==> src/rtl/hydra_tx_pkg.sv <==
// Shared types for the hydra switch per-port transmitter.
package hydra_tx_pkg;

    localparam int LEN_W  = 9;
    localparam int PRIO_W = 3;
    localparam int DEST_W = 4;

    typedef struct packed {
        logic [LEN_W-1:0]  len;
        logic [PRIO_W-1:0] prio;
        logic [DEST_W-1:0] dest;
    } pkt_hdr_t;

    typedef enum logic [2:0] {
        IDLE,
        SOP,
        HDR,
        DATA,
        EOP,
        GAP
    } tx_state_t;

endpackage

==> src/rtl/port_pkt_tx.sv <==
// Frames a descriptor plus payload stream onto one hydra switch write port.
module port_pkt_tx
    import hydra_tx_pkg::*;
#(
    parameter int DW      = 16,
    parameter int GAP_CYC = 0,
    parameter int CNT_W   = 16
) (
    input  logic              clk,
    input  logic              rst,
    input  logic              desc_valid,
    output logic              desc_ready,
    input  logic [LEN_W-1:0]  desc_len,
    input  logic [PRIO_W-1:0] desc_prio,
    input  logic [DEST_W-1:0] desc_dest,
    input  logic              pl_valid,
    output logic              pl_ready,
    input  logic [DW-1:0]     pl_data,
    input  logic              pause,
    output logic              wr_sop,
    output logic              wr_vld,
    output logic [DW-1:0]     wr_data,
    output logic              wr_eop,
    output logic              busy,
    output logic              len_err,
    output logic [CNT_W-1:0]  pkt_cnt
);

    localparam logic [3:0] GAP_LD = 4'(GAP_CYC);

    tx_state_t         state_q, state_d;
    pkt_hdr_t          hdr_q, hdr_d;
    logic [LEN_W-1:0]  remain_q, remain_d;
    logic [3:0]        gap_q, gap_d;
    logic [CNT_W-1:0]  cnt_q, cnt_d;
    logic              wr_sop_q, wr_sop_d;
    logic              wr_vld_q, wr_vld_d;
    logic              wr_eop_q, wr_eop_d;
    logic [DW-1:0]     wr_data_q, wr_data_d;
    logic              busy_q, busy_d;
    logic              len_err_q, len_err_d;

    always_ff @(posedge clk or posedge rst) begin
        if (rst) begin
            state_q   <= IDLE;
            hdr_q     <= '0;
            remain_q  <= '0;
            gap_q     <= '0;
            cnt_q     <= '0;
            wr_sop_q  <= 1'b0;
            wr_vld_q  <= 1'b0;
            wr_eop_q  <= 1'b0;
            wr_data_q <= '0;
            busy_q    <= 1'b0;
            len_err_q <= 1'b0;
        end else begin
            state_q   <= state_d;
            hdr_q     <= hdr_d;
            remain_q  <= remain_d;
            gap_q     <= gap_d;
            cnt_q     <= cnt_d;
            wr_sop_q  <= wr_sop_d;
            wr_vld_q  <= wr_vld_d;
            wr_eop_q  <= wr_eop_d;
            wr_data_q <= wr_data_d;
            busy_q    <= busy_d;
            len_err_q <= len_err_d;
        end
    end

    always_comb begin
        state_d    = state_q;
        hdr_d      = hdr_q;
        remain_d   = remain_q;
        gap_d      = gap_q;
        cnt_d      = cnt_q;
        wr_sop_d   = 1'b0;
        wr_vld_d   = 1'b0;
        wr_eop_d   = 1'b0;
        wr_data_d  = wr_data_q;
        len_err_d  = 1'b0;
        desc_ready = 1'b0;
        pl_ready   = 1'b0;

        if (gap_q != 4'd0) begin
            gap_d = gap_q - 4'd1;
        end

        unique case (state_q)
            IDLE: begin
                desc_ready = !pause && (gap_q == 4'd0);
                if (desc_valid && desc_ready) begin
                    if (desc_len == '0) begin
                        len_err_d = 1'b1;
                    end else begin
                        hdr_d    = '{len: desc_len, prio: desc_prio, dest: desc_dest};
                        remain_d = desc_len;
                        wr_sop_d = 1'b1;
                        state_d  = SOP;
                    end
                end
            end
            SOP: begin
                wr_vld_d  = 1'b1;
                wr_data_d = hdr_q;
                state_d   = HDR;
            end
            HDR, DATA: begin
                pl_ready = 1'b1;
                state_d  = DATA;
                // an empty payload slot becomes a wr_vld=0 bubble
                if (pl_valid) begin
                    wr_vld_d  = 1'b1;
                    wr_data_d = pl_data;
                    remain_d  = remain_q - 1'b1;
                    if (remain_q == 9'd1) begin
                        state_d = EOP;
                    end
                end
            end
            EOP: begin
                wr_eop_d = 1'b1;
                cnt_d    = cnt_q + 1'b1;
                gap_d    = GAP_LD;
                state_d  = (GAP_LD == 4'd0) ? IDLE : GAP;
            end
            GAP: begin
                if (gap_q <= 4'd1) begin
                    state_d = IDLE;
                end
            end
            default: begin
                state_d = IDLE;
            end
        endcase

        busy_d = wr_eop_d ||
                 (state_d == SOP) || (state_d == HDR) ||
                 (state_d == DATA) || (state_d == EOP);
    end

    assign wr_sop  = wr_sop_q;
    assign wr_vld  = wr_vld_q;
    assign wr_eop  = wr_eop_q;
    assign wr_data = wr_data_q;
    assign busy    = busy_q;
    assign len_err = len_err_q;
    assign pkt_cnt = cnt_q;

endmodule
==> config.mk <==
export PLATFORM = sky130hd
export DESIGN_NAME = port_pkt_tx
export DESIGN_NICKNAME = d
export VERILOG_FILES = /design/src/rtl/hydra_tx_pkg.sv /design/src/rtl/port_pkt_tx.sv
export SDC_FILE = /design/constraint.sdc
export NUM_CORES = 1
export LEC_CHECK = 0
export CAP_MARGIN = 20
export CORE_ASPECT_RATIO = 0.7
export CORE_UTILIZATION = 58
export CTS_CLUSTER_SIZE = 28
export DETAILED_ROUTE_END_ITERATION = 10
export DONT_BUFFER_PORTS = 1
export PLACE_DENSITY = 0.75
export SETUP_SLACK_MARGIN = 0.15
export SYNTH_ARGS = -nofsm -noshare
export SYNTH_HDL_FRONTEND = slang
export SYNTH_SLANG_ARGS = --single-unit
export TNS_END_PERCENT = 30
==> constraint.sdc <==
create_clock -name clk -period 3 [get_ports clk]
set_input_delay 0.6 -clock clk [delete_from_list [all_inputs] [get_ports clk]]
set_output_delay 0.6 -clock clk [all_outputs]
set_load 0.1 [all_outputs]
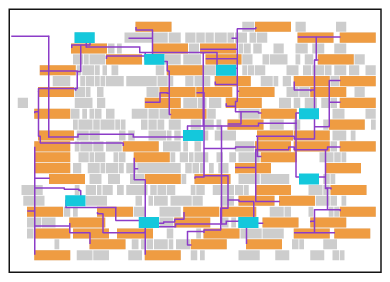
(run_1/clock_map.png)
Scale: 4 px per um.
legend:
  orange:
    item: flip-flops
    count: 69
  cyan:
    item: cells driving clock nets
    count: 9
  purple:
    item: clock wires
    length: 855 um
flops lie: spread over the die

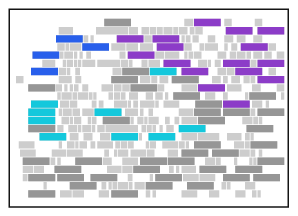
(run_1/registers.png)
Scale: 3 px per um.
legend:
  blue:
    name_in_the_netlist: `gap_q`
    sequential_cells: 4
    where: upper left
  purple:
    name_in_the_netlist: `pkt_cnt`
    sequential_cells: 16
  cyan:
    name_in_the_netlist: `remain_q`
    sequential_cells: 9
not colored: 40
seq pwr: 1250 uW
Util after Layout: 68.4%

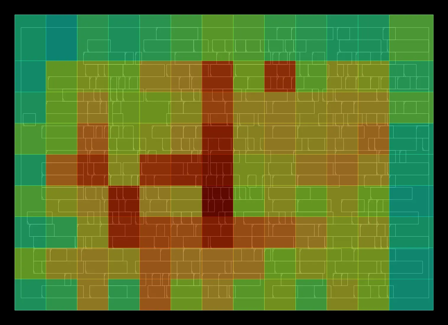
(run_1/final_congestion.png)
Avg WL per Cell: 17.6 um
M2 GR Usage: 33.8%
gr usage total: 24.5%
busiest grt layer: met2
met1 Use GR: 33.7%

==> deck_impl_summary.md, run 1 <==
Run Summary

Synthesis
  • Post-Syn Instances: between 200 and 300
  • Area leader share: 51.9%
  • Top area cell types: dfrtp_1 (52%), mux2_4 (6.3%), mux2i_1 (5.7%), xnor2_1 (3.4%), nand2_1 (3.3%)
  • Fraction of registers with async set/reset: 100%
  • Most numerous cell in the Yosys netlist: dfrtp_1
  • Yosys top cell by area: dfrtp_1
  • Post-synth net total: 337

Place
  • Dpl cells: ~370
  • Dpl ws: 0.638 ns
  • IO Port Bufs: 0

Cells and area
  • Combinational share of cell area: 39.9%
  • Nonclk inv count: 11
  • Most common logic cell in the routed design: dfrtp_1
  • Top cell category: flip-flops and latches
  • Layout area overhead: 10.9%
  • Clock-cell share: 5.80%

Detailed routing
  • Detailed Route Iter0 Violations: 137
  • WL met3: approximately 680 um
  • Met1 WL: 3210 um
  • Top routing layer used: met4
  • Met2 WL: around 2800 um
  • Vias: 2281
  • Pre-antenna DRT Iters: 4
  • Vias/cell: a little under 6

Pwr
  • Top power group: registers
  • LEAKAGE: 0.00167 uW
  • Cell Pwr Density: 630 nW/um^2
  • Part of the power in registers: roughly 54%

Setup path
  • CP startpoint kind: flip-flop
  • WP depth: 5
  • CP Data Arrival Time: 1.89 ns
  • Crit path launch: gap_q[0]$_DFFE_PP0P_
  • Crit Path Class: flip-flop to output port
  • Max incr delay on CP: 0.40 ns
  • WP data required: 2.40 ns
  • FF-to-FF Start: gap_q[0]$_DFFE_PP0P_

Floorplanning
  • Starting Density: 61.7%
  • DIE WIDTH: 92.5 um
  • Die height: roughly 65 um
  • Core area: between 5000 and 6000 um^2
  • Tapcells: 72

Clocking
  • CTS tree: built
  • Clk slew on worst S/H paths: 0.07 ns

Timing
  • Setup-failing EPs final: 0
  • Slew HR: a little over a third
  • Worst setup margin: 0.510 ns
  • Final Cycle Share: 83.0%
  • Skew final: 0.00955 ns
  • Worst Max-Slew Pin Slew: 0.954 ns

Global routing
  • Met3 usage: 11.2%
  • Largest net degree at the start of global routing: 46

Hold path
  • Worst min path class: primary input to asynchronous set/reset pin

Status
  • Status: completed
==> run 2: changes to the inputs <==
==> constraint.sdc (replaced) <==
create_clock -name clk -period 2.55 [get_ports clk]
set_input_delay 0.51 -clock clk [delete_from_list [all_inputs] [get_ports clk]]
set_output_delay 0.51 -clock clk [all_outputs]
set_load 0.1 [all_outputs]
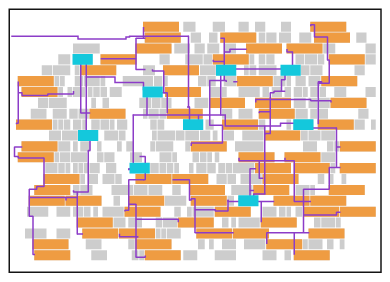
(run_2/clock_map.png)
Scale: 4 px per um.
legend:
  purple:
    item: clock wires
    length: 780 um
  orange:
    item: flip-flops
    count: 69
  cyan:
    item: cells driving clock nets
    count: 9
routed clock nets: 10
flops lie: spread over the die

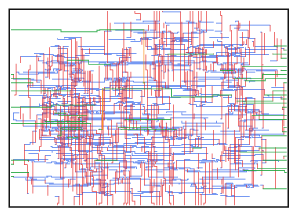
(run_2/metal_stack.png)
Scale: 3 px per um.
legend:
  green:
    layer: met3
    wire_length: 531 um
  blue:
    layer: met1
    wire_length: 3270 um
  orange:
    layer: met4
    wire_length: 31.3 um
  red:
    layer: met2
    wire_length: 3110 um

==> deck_impl_summary.md, run 2 <==
Run Summary

Global routing
  • Met1 Use GR: 34.2%
  • Largest net degree at the start of global routing: 37
  • M2 GR Usage: 36.2%
  • Met3 usage: 8.56%
  • Gr usage total: 24.6%

Cells and area
  • Util after Layout: approximately 70%
  • Most common logic cell in the routed design: dfrtp_1
  • Nonclk inv count: 11
  • Clock-cell share: 4.69%
  • Layout area overhead: 11.4%

Floorplanning
  • Starting Density: between 60 and 70%
  • Core area: 5400 um^2
  • Tapcells: 72

Timing
  • Final Cycle Share: slightly above 90%
  • Skew final: approximately 0.015 ns
  • Slew HR: 39.0%
  • Worst Max-Slew Pin Slew: ~0.9 ns

Detailed routing
  • WL met3: 530 um
  • Avg WL per Cell: about 18 um
  • Pre-antenna DRT Iters: 4
  • Met2 WL: 3110 um
  • Vias: 2296

Synthesis
  • Fraction of registers with async set/reset: 100%
  • Top area cell types: dfrtp_1 (52%), mux2_4 (6.3%), mux2i_1 (5.7%), xnor2_1 (3.4%), nand2_1 (3.3%)
  • Yosys top cell by area: dfrtp_1

Pwr
  • Top power group: registers
  • Seq pwr: 1460 uW
  • Cell Pwr Density: slightly below 700 nW/um^2

Setup path
  • Crit Path Class: flip-flop to output port
  • FF-to-FF Start: gap_q[0]$_DFFE_PP0P_
  • WP depth: 5
  • Max incr delay on CP: 0.39 ns
  • CP startpoint kind: flip-flop

Status
  • Status: completed

Clocking
  • Clk slew on worst S/H paths: 0.08 ns

Place
  • Dpl ws: 0.343 ns
  • IO Port Bufs: 0
  • Dpl cells: 375

Hold path
  • Worst min path class: primary input to asynchronous set/reset pin
==> run 3: changes to the inputs <==
--- a/config.mk
+++ b/config.mk
@@ -6,12 +6,13 @@
 export NUM_CORES = 1
 export LEC_CHECK = 0
 export CAP_MARGIN = 20
-export CORE_ASPECT_RATIO = 0.7
-export CORE_UTILIZATION = 58
+export CORE_ASPECT_RATIO = 1.5
+export CORE_MARGIN = 5
+export CORE_UTILIZATION = 63
 export CTS_CLUSTER_SIZE = 28
 export DETAILED_ROUTE_END_ITERATION = 10
 export DONT_BUFFER_PORTS = 1
-export PLACE_DENSITY = 0.75
+export PLACE_DENSITY = 0.8
 export SETUP_SLACK_MARGIN = 0.15
 export SYNTH_ARGS = -nofsm -noshare
 export SYNTH_HDL_FRONTEND = slang
==> deck_impl_summary.md, run 3 <==
Run Summary

Status
  • Status: completed

Floorplanning
  • Tapcells: 68
  • Die height: approximately 100 um
  • DIE WIDTH: 69.3 um
  • Core area: 5120 um^2
  • Starting Density: 64.9%

Global routing
  • Busiest grt layer: met2
  • Met3 usage: 9.29%
  • Gr usage total: 21.7%
  • Largest net degree at the start of global routing: 40
  • Met1 Use GR: 25.4%
  • M2 GR Usage: about a third

Detailed routing
  • Vias: 2326
  • Vias/cell: between 6 and 7
  • Met1 WL: 2660 um
  • WL met3: 709 um
  • Pre-antenna DRT Iters: 4
  • Detailed Route Iter0 Violations: 160
  • Met2 WL: approximately 3600 um
  • Top routing layer used: met4
  • Avg WL per Cell: 18.5 um

Place
  • IO Port Bufs: 0
  • Dpl cells: between 300 and 400
  • Dpl ws: 0.319 ns

Pwr
  • Cell Pwr Density: 694 nW/um^2
  • VDD IR-drop max: 482 uV
  • Top power group: registers
  • LEAKAGE: 0.00169 uW
  • Seq pwr: 1450 uW
  • Part of the power in registers: 56.3%

Synthesis
  • Post-Syn Instances: 295
  • Most numerous cell in the Yosys netlist: dfrtp_1
  • Yosys top cell by area: dfrtp_1
  • Fraction of registers with async set/reset: 100%
  • Top area cell types: dfrtp_1 (52%), mux2_4 (6.3%), mux2i_1 (5.7%), xnor2_1 (3.4%), nand2_1 (3.3%)
  • Area leader share: 51.9%

Setup path
  • Crit Path Class: flip-flop to output port
  • CP startpoint kind: flip-flop
  • Crit path launch: gap_q[0]$_DFFE_PP0P_
  • WP depth: 5
  • WP data required: 2.04 ns

Clocking
  • CTS tree: built

Timing
  • Worst Max-Slew Pin Slew: 0.923 ns
  • Final Cycle Share: 89.9%
  • Worst setup margin: roughly 0.26 ns
  • Skew final: 0.00711 ns
  • Setup-failing EPs final: 0

Cells and area
  • Layout area overhead: 11.6%
  • Top cell category: flip-flops and latches
  • Clock-cell share: under 10%
  • Most common logic cell in the routed design: dfrtp_1
  • Nonclk inv count: 11
  • Combinational share of cell area: between 30% and 40%
  • Util after Layout: roughly 72%

Hold path
  • Worst min path class: primary input to asynchronous set/reset pin
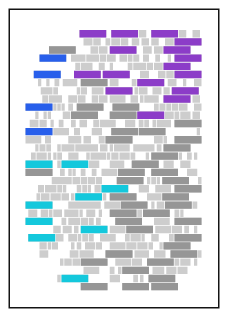
(run_3/registers.png)
Scale: 3 px per um.
legend:
  cyan:
    name_in_the_netlist: `remain_q`
    sequential_cells: 9
  purple:
    name_in_the_netlist: `pkt_cnt`
    sequential_cells: 16
  blue:
    name_in_the_netlist: `gap_q`
    sequential_cells: 4
    where: upper left

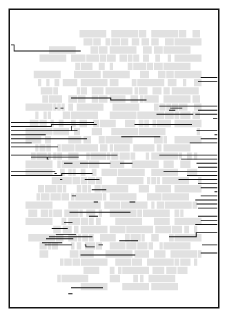
(run_3/met3.png)
Scale: 3 px per um.
main direction: horizontal
share of all routed wire: 9.9%
longest straight run: 35.2 um
nets with wire on the layer: 62
wire length on this layer: 710 um

No activity file was given, so power comes from the tool's default toggle rates.
